===== src/rtl/time_unit_counter.sv =====
// Modulo-N time-unit counter (seconds/minutes/hours) with carry chaining and per-digit edit.
// Define AUTOREPEAT_EN to enable press-and-hold auto-repeat on the inc/dec buttons.
module time_unit_counter #(
  parameter int MODULO       = 60,
  parameter int WIDTH        = 7,
  parameter int CHAINED      = 0,
  parameter int TICK_DIV     = 50000000,
  parameter int FAST_DIV     = 13888,
  parameter int CUR_UNITS    = 5,
  parameter int CUR_TENS     = 4,
  parameter int DIS_MODE     = 0,
  parameter int REPEAT_START = 25000000,
  parameter int REPEAT_RATE  = 5000000
) (
  input  logic             Clk,
  input  logic             KEY0,
  input  logic             cin,
  input  logic             fast,
  input  logic             editMode,
  input  logic [2:0]       editCur,
  input  logic [1:0]       disMode,
  input  logic             inc_n,
  input  logic             dec_n,
  output logic [WIDTH-1:0] value,
  output logic             carry,
  output logic             at_max
);

  if (MODULO < 2 || MODULO > 100 || (MODULO - 1) >= (1 << WIDTH) ||
      REPEAT_START < 1 || REPEAT_RATE < 1) begin : g_param_err
    $error("time_unit_counter: illegal parameter combination");
  end

  localparam logic [WIDTH-1:0] MAXV   = WIDTH'(MODULO - 1);
  localparam logic [WIDTH-1:0] MAXT10 = WIDTH'((MODULO - 1) / 10 * 10);
  localparam logic [WIDTH-1:0] TEN    = WIDTH'(10);
  localparam logic [WIDTH-1:0] NINE   = WIDTH'(9);
  localparam logic [WIDTH-1:0] ONE    = WIDTH'(1);

  // bit 0 = inc, bit 1 = dec
  logic [1:0] pin, s1_q, s2_q, s3_q, evt_q, evt_d, fall;
  assign pin  = {dec_n, inc_n};
  assign fall = s3_q & ~s2_q;

  always_ff @(posedge Clk or negedge KEY0) begin
    if (!KEY0) begin
      s1_q  <= '1;
      s2_q  <= '1;
      s3_q  <= '1;
      evt_q <= '0;
    end else begin
      s1_q  <= pin;
      s2_q  <= s1_q;
      s3_q  <= s2_q;
      evt_q <= evt_d;
    end
  end

`ifdef AUTOREPEAT_EN
  logic [1:0][31:0] rpt_cnt_q, rpt_cnt_d;
  logic [1:0]       rpt_arm_q, rpt_arm_d, rpt;
  logic             both_held;

  // First repeat after REPEAT_START held cycles, then every REPEAT_RATE.
  always_comb begin
    both_held = ~s2_q[0] & ~s2_q[1];
    for (int b = 0; b < 2; b++) begin
      rpt_cnt_d[b] = '0;
      rpt_arm_d[b] = 1'b0;
      rpt[b]       = 1'b0;
      if (!s2_q[b] && !both_held) begin
        rpt[b]       = rpt_cnt_q[b] == (rpt_arm_q[b] ? 32'(REPEAT_RATE) : 32'(REPEAT_START));
        rpt_arm_d[b] = rpt_arm_q[b] | rpt[b];
        rpt_cnt_d[b] = rpt[b] ? 32'd1 : rpt_cnt_q[b] + 32'd1;
      end
    end
    evt_d = (fall | rpt) & ~{2{both_held}};
  end

  always_ff @(posedge Clk or negedge KEY0) begin
    if (!KEY0) begin
      rpt_cnt_q <= '0;
      rpt_arm_q <= '0;
    end else begin
      rpt_cnt_q <= rpt_cnt_d;
      rpt_arm_q <= rpt_arm_d;
    end
  end
`else
  always_comb evt_d = fall;
`endif

  logic [31:0]      presc_q, presc_d, div_m1;
  logic             fast_q, em_q, carry_q, carry_d, tick;
  logic [WIDTH-1:0] value_q, value_d, u, t10, room, nv;
  logic             edit_ok, on_units, inc_e, dec_e;

  always_comb begin
    div_m1  = fast ? 32'(FAST_DIV - 1) : 32'(TICK_DIV - 1);
    presc_d = presc_q + 32'd1;
    tick    = 1'b0;
    if (CHAINED != 0 || editMode || fast != fast_q) begin
      presc_d = '0;
    end else if (presc_q == div_m1) begin
      presc_d = '0;
      tick    = 1'b1;
    end
    if (CHAINED != 0) tick = cin;
  end

  // Edit window stays open one extra cycle so a press coinciding with editMode falling still lands.
  always_comb begin
    u        = value_q % TEN;
    t10      = value_q - u;
    room     = MAXV - t10;
    on_units = editCur == 3'(CUR_UNITS);
    edit_ok  = (editMode || em_q) && disMode == 2'(DIS_MODE) &&
               (on_units || editCur == 3'(CUR_TENS));
    inc_e    = evt_q[0] & ~evt_q[1];
    dec_e    = evt_q[1] & ~evt_q[0];
    nv       = value_q;
    value_d  = value_q;
    carry_d  = 1'b0;
    if (edit_ok && (inc_e || dec_e)) begin
      if (on_units) begin
        if (inc_e) nv = (u == NINE || value_q == MAXV) ? t10 : value_q + ONE;
        else       nv = (u == '0) ? t10 + ((room > NINE) ? NINE : room) : value_q - ONE;
      end else begin
        if (inc_e) nv = (t10 + TEN <= MAXV) ? value_q + TEN : u;
        else       nv = (t10 != '0) ? value_q - TEN : MAXT10 + u;
      end
      value_d = (nv > MAXV) ? MAXV : nv;
    end else if (!editMode && tick) begin
      if (value_q == MAXV) begin
        value_d = '0;
        carry_d = 1'b1;
      end else begin
        value_d = value_q + ONE;
      end
    end
  end

  always_ff @(posedge Clk or negedge KEY0) begin
    if (!KEY0) begin
      presc_q <= '0;
      fast_q  <= 1'b0;
      em_q    <= 1'b0;
      value_q <= '0;
      carry_q <= 1'b0;
    end else begin
      presc_q <= presc_d;
      fast_q  <= fast;
      em_q    <= editMode;
      value_q <= value_d;
      carry_q <= carry_d;
    end
  end

  assign value  = value_q;
  assign carry  = carry_q;
  assign at_max = value_q == MAXV;

endmodule


===== config.mk =====
export PLATFORM = sky130hd
export DESIGN_NAME = time_unit_counter
export DESIGN_NICKNAME = d
export VERILOG_FILES = /design/src/rtl/time_unit_counter.sv
export SDC_FILE = /design/constraint.sdc
export NUM_CORES = 1
export LEC_CHECK = 0
export CAP_MARGIN = 15
export CORE_MARGIN = 5
export CORE_UTILIZATION = 50
export DETAILED_ROUTE_END_ITERATION = 6
export PLACE_DENSITY = 0.7
export SLEW_MARGIN = 20
export SYNTH_ARGS = -nofsm -noshare
export SYNTH_HDL_FRONTEND = slang
export SYNTH_SLANG_ARGS = --single-unit

===== constraint.sdc =====
create_clock -name Clk -period 13.5 [get_ports Clk]
set_input_delay 2.7 -clock Clk [delete_from_list [all_inputs] [get_ports Clk]]
set_output_delay 2.7 -clock Clk [all_outputs]
set_load 0.01 [all_outputs]

Run 1, M1 wires:
Scale bar: 20 microns. Supply wires on this layer in gray.
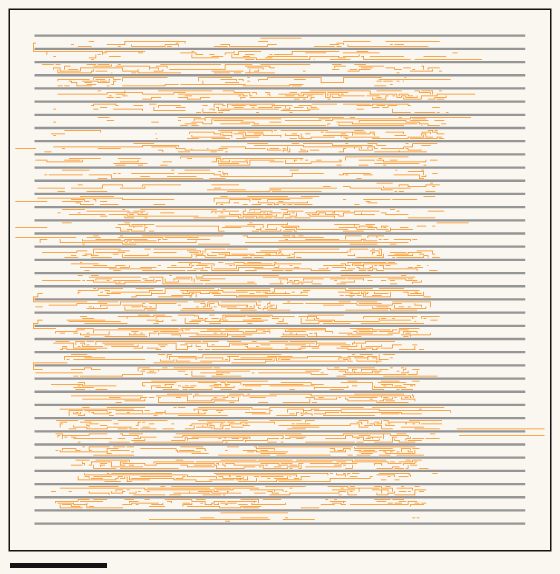
- main direction: horizontal
- longest straight run: 36.8 microns
- nets with wire on the layer: 637
- share of all routed wire: 52%

Run 1, M2 wires:
Scale bar: 20 microns.
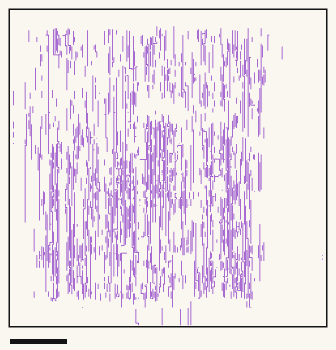
- wire length on this layer: 5630 microns
- main direction: vertical
- longest straight run: 41.8 microns
- share of all routed wire: 42%

Run 1, met3 routing:
Cells faint in the background.
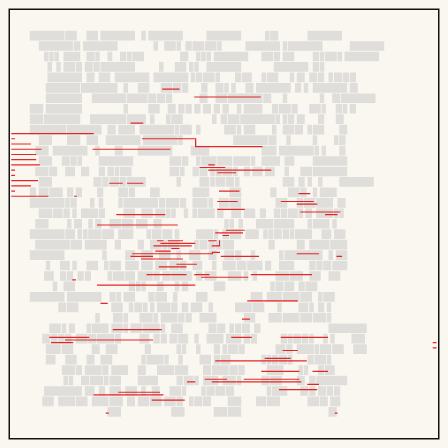
- main direction: horizontal
- share of all routed wire: 5.1%

Run 1, clock network drawn from the DEF:
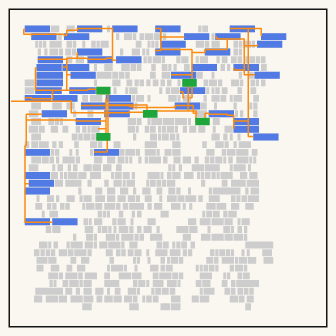
- clock-net drivers: green (count 5)
- clock wires: orange (length 614 microns)
- flip-flops: blue (count 50)
- routed clock nets: 6

==> run summary, run 1 <==
Fillers -> 983
Worst Setup Path Type -> reg -> reg
Stage-log warning count -> 37
Total die size -> 12400 sq um
Crit path capture type -> flip-flop
Max Cap Viol -> 0
Global route total overflow -> 0
IO buf count -> 19
Critical path peak fanout -> 15
Clock buf/inv share -> 1.78%
Post-synthesis simple-gate area fraction -> 27.3%
Status -> finished, final reports clean
Post-route setup TNS -> 0 ns
Cell area leaders -> dfrtp_1 21%, xnor2_1 6.3%, ha_1 5.6%, nor2_1 5.6%, xor2_1 3.9%
Yosys stat area -> 5140 sq um
Met2 WL -> 5.63 mm
Drt drc -> 0
Clock Latency Late Sink -> 0.31 ns
Met2 usage -> 31.1%
Clock period minus worst slack -> 7.60 ns
Number of tapcells -> 136
Post-route cell area -> 5490 sq um
Most numerous cell on the critical path -> ha_1
Most flops, register -> presc_q
Worst path slowest cell -> dfrtp_1
Largest net degree at the start of global routing -> 51
CTS clk-pin slew, worst paths -> 0.10 ns
Distinct lib cells -> 91
Layout Utilization -> 53.9%
Synth Seq Share -> 24.5%
FF+latch count, synth -> 50
HP Start -> s1_q[0]
Flip-flops -> 50
Final antenna-violating net count -> 0
Total GRT Usage -> 21.1%
HP Class -> reg -> reg
H-tree levels -> 2
## Run 2: what changed since run 1
Clock period 13.5 ns to 7.2 ns, I/O delays scaled along.
Run 2, met4 routing:
Scale bar: 20 microns. Supply wires on this layer in gray.
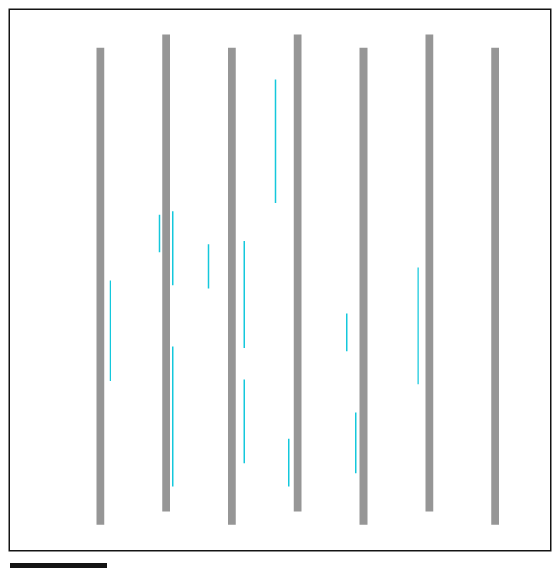
- nets with wire on the layer: 11
- longest straight run: 28.6 microns
- wire length on this layer: 197 microns

Run 2, M2 wires:
Scale bar: 20 microns.
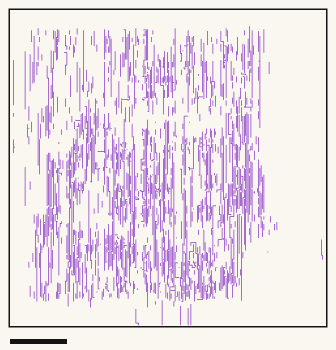
- wire length on this layer: 5840 microns
- nets with wire on the layer: 567
- longest straight run: 43.8 microns

==> run summary, run 2 <==
Post-route setup TNS -> 0 ns (unchanged)
Met2 WL -> 5.84 mm (was 5.63 mm)
Fillers -> 979 (was 983)
HP Start -> s1_q[0] (unchanged)
Layout Cells excl Fill -> 787 (was 783)
IO buf count -> 19 (unchanged)
Via count -> 4970 (was 4795)
Critical Path, Cell by Cell -> ha_1 > o21bai_1 > o21ai_1 > a31oi_2 > a32oi_1 > or2_2 > ha_1 > xor2_1 > nor2_1 > a31oi_1 > o21a_1 > or2_2 > inv_1 > ha_1 > nand2_1 > a2111oi_2 > mux2i_1 > o311a_1 > a211oi_1 > o211ai_1 > and3b_1 > o32ai_2 (was inv_1 > ha_1 > o21bai_1 > o21ai_1 > a31oi_2 > a32oi_1 > or2_2 > ha_1 > xor2_1 > nor2_1 > a31oi_1 > nor3_1 > or2_2 > inv_1 > ha_1 > nand2_1 > xnor2_1 > o41ai_1 > o221a_2 > mux2_2 > o21ai_0 > nand4bb_1 > a31oi_1)
Worst Setup Path Type -> reg -> reg (unchanged)
Stage-log warning count -> 37 (unchanged)
Most numerous cell in the Yosys netlist -> nor2_1 (unchanged)
Max Slew Vio Count -> 0 (unchanged)
Hold Path End -> s2_q[0] (unchanged)
Crit path capture type -> flip-flop (unchanged)
CTS max path bufs -> 2 (unchanged)
Dominant logic cell type in the layout -> nor2_1 (unchanged)
Share of cells above drive strength 1 -> 9.68% (was 8.35%)
Flip-flops -> 50 (unchanged)
Cell area leaders -> dfrtp_1 21%, xnor2_1 6.3%, ha_1 5.6%, nor2_1 5.6%, xor2_1 3.9% (unchanged)
Yosys warnings -> 0 (unchanged)
FF+latch count, synth -> 50 (unchanged)
CTS clk-pin slew, worst paths -> 0.10 ns (about the same)
Most area-hungry cell type in the Yosys netlist -> dfrtp_1 (unchanged)
Critical path peak fanout -> 15 (unchanged)
Post-route cell area -> 5540 sq um (was 5490 sq um)
Most flops, register -> presc_q (unchanged)
Core area -> 10200 sq um (unchanged)
Max Cap Viol -> 0 (unchanged)
# Cells Yosys -> 645 (unchanged)
Worst path slowest cell -> dfrtp_2 (was dfrtp_1)
Most numerous cell on the critical path -> ha_1 (unchanged)
Clock Latency Late Sink -> 0.31 ns (about the same)
Post-synthesis simple-gate area fraction -> 27.3% (unchanged)
CP required -> 7.41 ns (was 13.69 ns)
Startpoint type of the worst setup path -> flip-flop (unchanged)
Distinct lib cells -> 91 (unchanged)
Total die size -> 12400 sq um (unchanged)
Ant diodes -> 0 (unchanged)
Area growth syn-to-layout -> 7.74% (was 6.82%)
TritonCTS Sinks -> 50 (unchanged)
XOR/XNOR Area Share -> 10.2% (unchanged)
R2R cell count -> 22 (was 23)
Clock buf/inv share -> 1.76% (was 1.78%)
Signal buf overhead -> 4.88% (was 4.47%)
HP Class -> reg -> reg (unchanged)
Clock period minus worst slack -> 6.72 ns (was 7.60 ns)
Drt drc -> 0 (unchanged)
Via/cell ratio -> 6.32 (was 6.12)
Synth Seq Share -> 24.5% (unchanged)
Met2 usage -> 32.8% (was 31.1%)
Total GRT Usage -> 21.7% (was 21.1%)
Drt initial violations -> 507 (was 417)
Metal3 WL -> 910 microns (was 677 microns)
Worst path depth -> 22 (was 23)
Worst setup margin -> 0.484 ns (was 5.90 ns)
Endpoints failing setup -> 0 (unchanged)
Largest net degree at the start of global routing -> 51 (unchanged)
Drt pass-1 iters -> 7 (was 5)
Final antenna-violating net count -> 0 (unchanged)
Synth top area share -> 21.4% (unchanged)
Global route total overflow -> 0 (unchanged)
Number of tapcells -> 136 (unchanged)
Status -> finished, final reports clean (unchanged)
H-tree levels -> 2 (unchanged)
Yosys stat area -> 5140 sq um (unchanged)
Layout Utilization -> 54.4% (was 53.9%)
## Run 3: what changed since run 2
Settings changed: SETUP_SLACK_MARGIN set to 0.1.
Run 3, routing congestion:
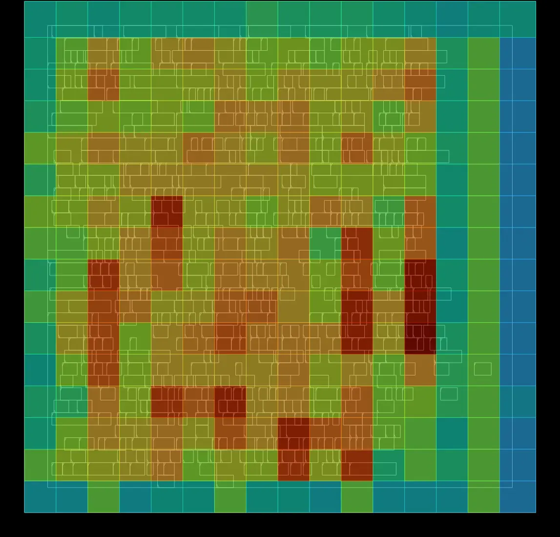
Avg WL per Cell: 17.4 microns
GR peak layer: met1
met1 usage: 32.9%
Total GRT Usage: 21.7%

Run 3, met3 routing:
Cells faint in the background.
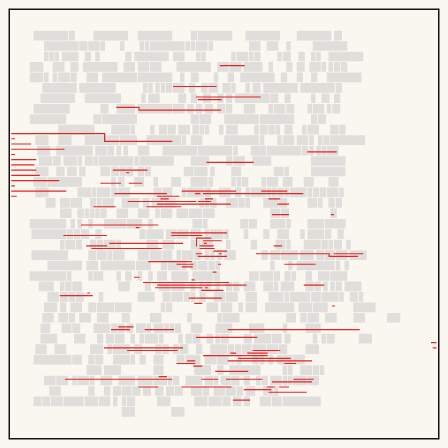
- wire length on this layer: 915 microns
- nets with wire on the layer: 83

==> run summary, run 3 <==
Metal3 WL -> 914 microns (was 910 microns)
FF-to-FF End -> value[2] (unchanged)
FF+latch count, synth -> 50 (unchanged)
Max Cap Viol -> 0 (unchanged)
Clock Latency Late Sink -> 0.31 ns (about the same)
Post-synth ARST share -> 100% (unchanged)
Most numerous cell in the Yosys netlist -> nor2_1 (unchanged)
Layout Utilization -> 54.4% (about the same)
Dominant logic cell type in the layout -> nor2_1 (unchanged)
Row cnt -> 37 (unchanged)
HP Class -> reg -> reg (unchanged)
CTS clk-pin slew, worst paths -> 0.10 ns (about the same)
Synth Seq Share -> 24.5% (unchanged)
# Cells Yosys -> 645 (unchanged)
CTS max path bufs -> 2 (unchanged)
Signal buf overhead -> 4.88% (about the same)
Yosys stat area -> 5140 sq um (unchanged)
Critical Path, Cell by Cell -> or3b_2 > a31o_2 > o211ai_2 > inv_1 > ha_1 > a32oi_1 > or2_2 > ha_1 > xor2_1 > nor2_1 > a31oi_1 > o21a_1 > or2_2 > inv_1 > ha_1 > nand2_1 > a2111oi_2 > mux2i_1 > o311a_1 > a211oi_1 > o211ai_1 > and3b_1 > o32ai_2 (was ha_1 > o21bai_1 > o21ai_1 > a31oi_2 > a32oi_1 > or2_2 > ha_1 > xor2_1 > nor2_1 > a31oi_1 > o21a_1 > or2_2 > inv_1 > ha_1 > nand2_1 > a2111oi_2 > mux2i_1 > o311a_1 > a211oi_1 > o211ai_1 > and3b_1 > o32ai_2)
Number of flip-flops in the largest register -> 32 (unchanged)
Flip-flops -> 50 (unchanged)
Post-route cell area -> 5540 sq um (about the same)
Startpoint type of the worst setup path -> flip-flop (unchanged)
TritonCTS Sinks -> 50 (unchanged)
Via/cell ratio -> 6.28 (was 6.32)
Most flops, register -> presc_q (unchanged)
Fillers -> 980 (was 979)
Worst setup margin -> 0.578 ns (was 0.484 ns)
Status -> finished, final reports clean (unchanged)
Yosys adder share -> 5.60% (unchanged)
Crit path capture type -> flip-flop (unchanged)
Total die size -> 12400 sq um (unchanged)
Drt drc -> 0 (unchanged)
Clock period minus worst slack -> 6.62 ns (was 6.72 ns)
R2R cell count -> 23 (was 22)
Worst path depth -> 23 (was 22)
Layout Cells excl Fill -> 787 (unchanged)
Post-synthesis simple-gate area fraction -> 27.3% (unchanged)
Comb gates -> 531 (unchanged)
Critical path peak fanout -> 15 (unchanged)
XOR/XNOR Area Share -> 10.2% (unchanged)
Most area-hungry cell type in the Yosys netlist -> dfrtp_1 (unchanged)
Stage-log warning count -> 37 (unchanged)
Number of tapcells -> 136 (unchanged)
Worst path slowest cell -> dfrtp_2 (unchanged)
CP required -> 7.41 ns (about the same)
Hold Path End -> s2_q[0] (unchanged)
Distinct lib cells -> 91 (unchanged)
Core area -> 10200 sq um (unchanged)
IO buf count -> 19 (unchanged)
Worst path arrival time -> 6.83 ns (was 6.93 ns)
Crit path from -> value[2] (unchanged)
Max Slew Vio Count -> 0 (unchanged)
Drt pass-1 iters -> 5 (was 7)
Largest net degree at the start of global routing -> 51 (unchanged)
Via count -> 4944 (was 4970)
Cell area leaders -> dfrtp_1 21%, xnor2_1 6.3%, ha_1 5.6%, nor2_1 5.6%, xor2_1 3.9% (unchanged)
H-tree levels -> 2 (unchanged)
Count of non-CTS inverters in the layout -> 32 (unchanged)
Most numerous cell on the critical path -> ha_1 (unchanged)
Drt initial violations -> 491 (was 507)
Area growth syn-to-layout -> 7.82% (was 7.74%)
Root buf cell -> clkbuf_8 (unchanged)
Ant diodes -> 0 (unchanged)
Global route total overflow -> 0 (unchanged)
Clock Skews -> 0.0133 ns (about the same)
Setup WS pre-CTS -> 0.412 ns (unchanged)
Endpoints failing setup -> 0 (unchanged)
HP Start -> s1_q[0] (unchanged)
DRT met1 WL -> 6.85 mm (was 6.84 mm)
Yosys warnings -> 0 (unchanged)
Final antenna-violating net count -> 0 (unchanged)
Met2 usage -> 32.8% (unchanged)
Clock buf/inv share -> 1.76% (about the same)
Hold_buf cts -> 0 (unchanged)
Share of cells above drive strength 1 -> 9.83% (was 9.68%)
Combinational share of cell area -> 65.3% (about the same)
Met2 WL -> 5.79 mm (was 5.84 mm)
Synth top area share -> 21.4% (unchanged)
Worst Setup Path Type -> reg -> reg (unchanged)
Post-route setup TNS -> 0 ns (unchanged)
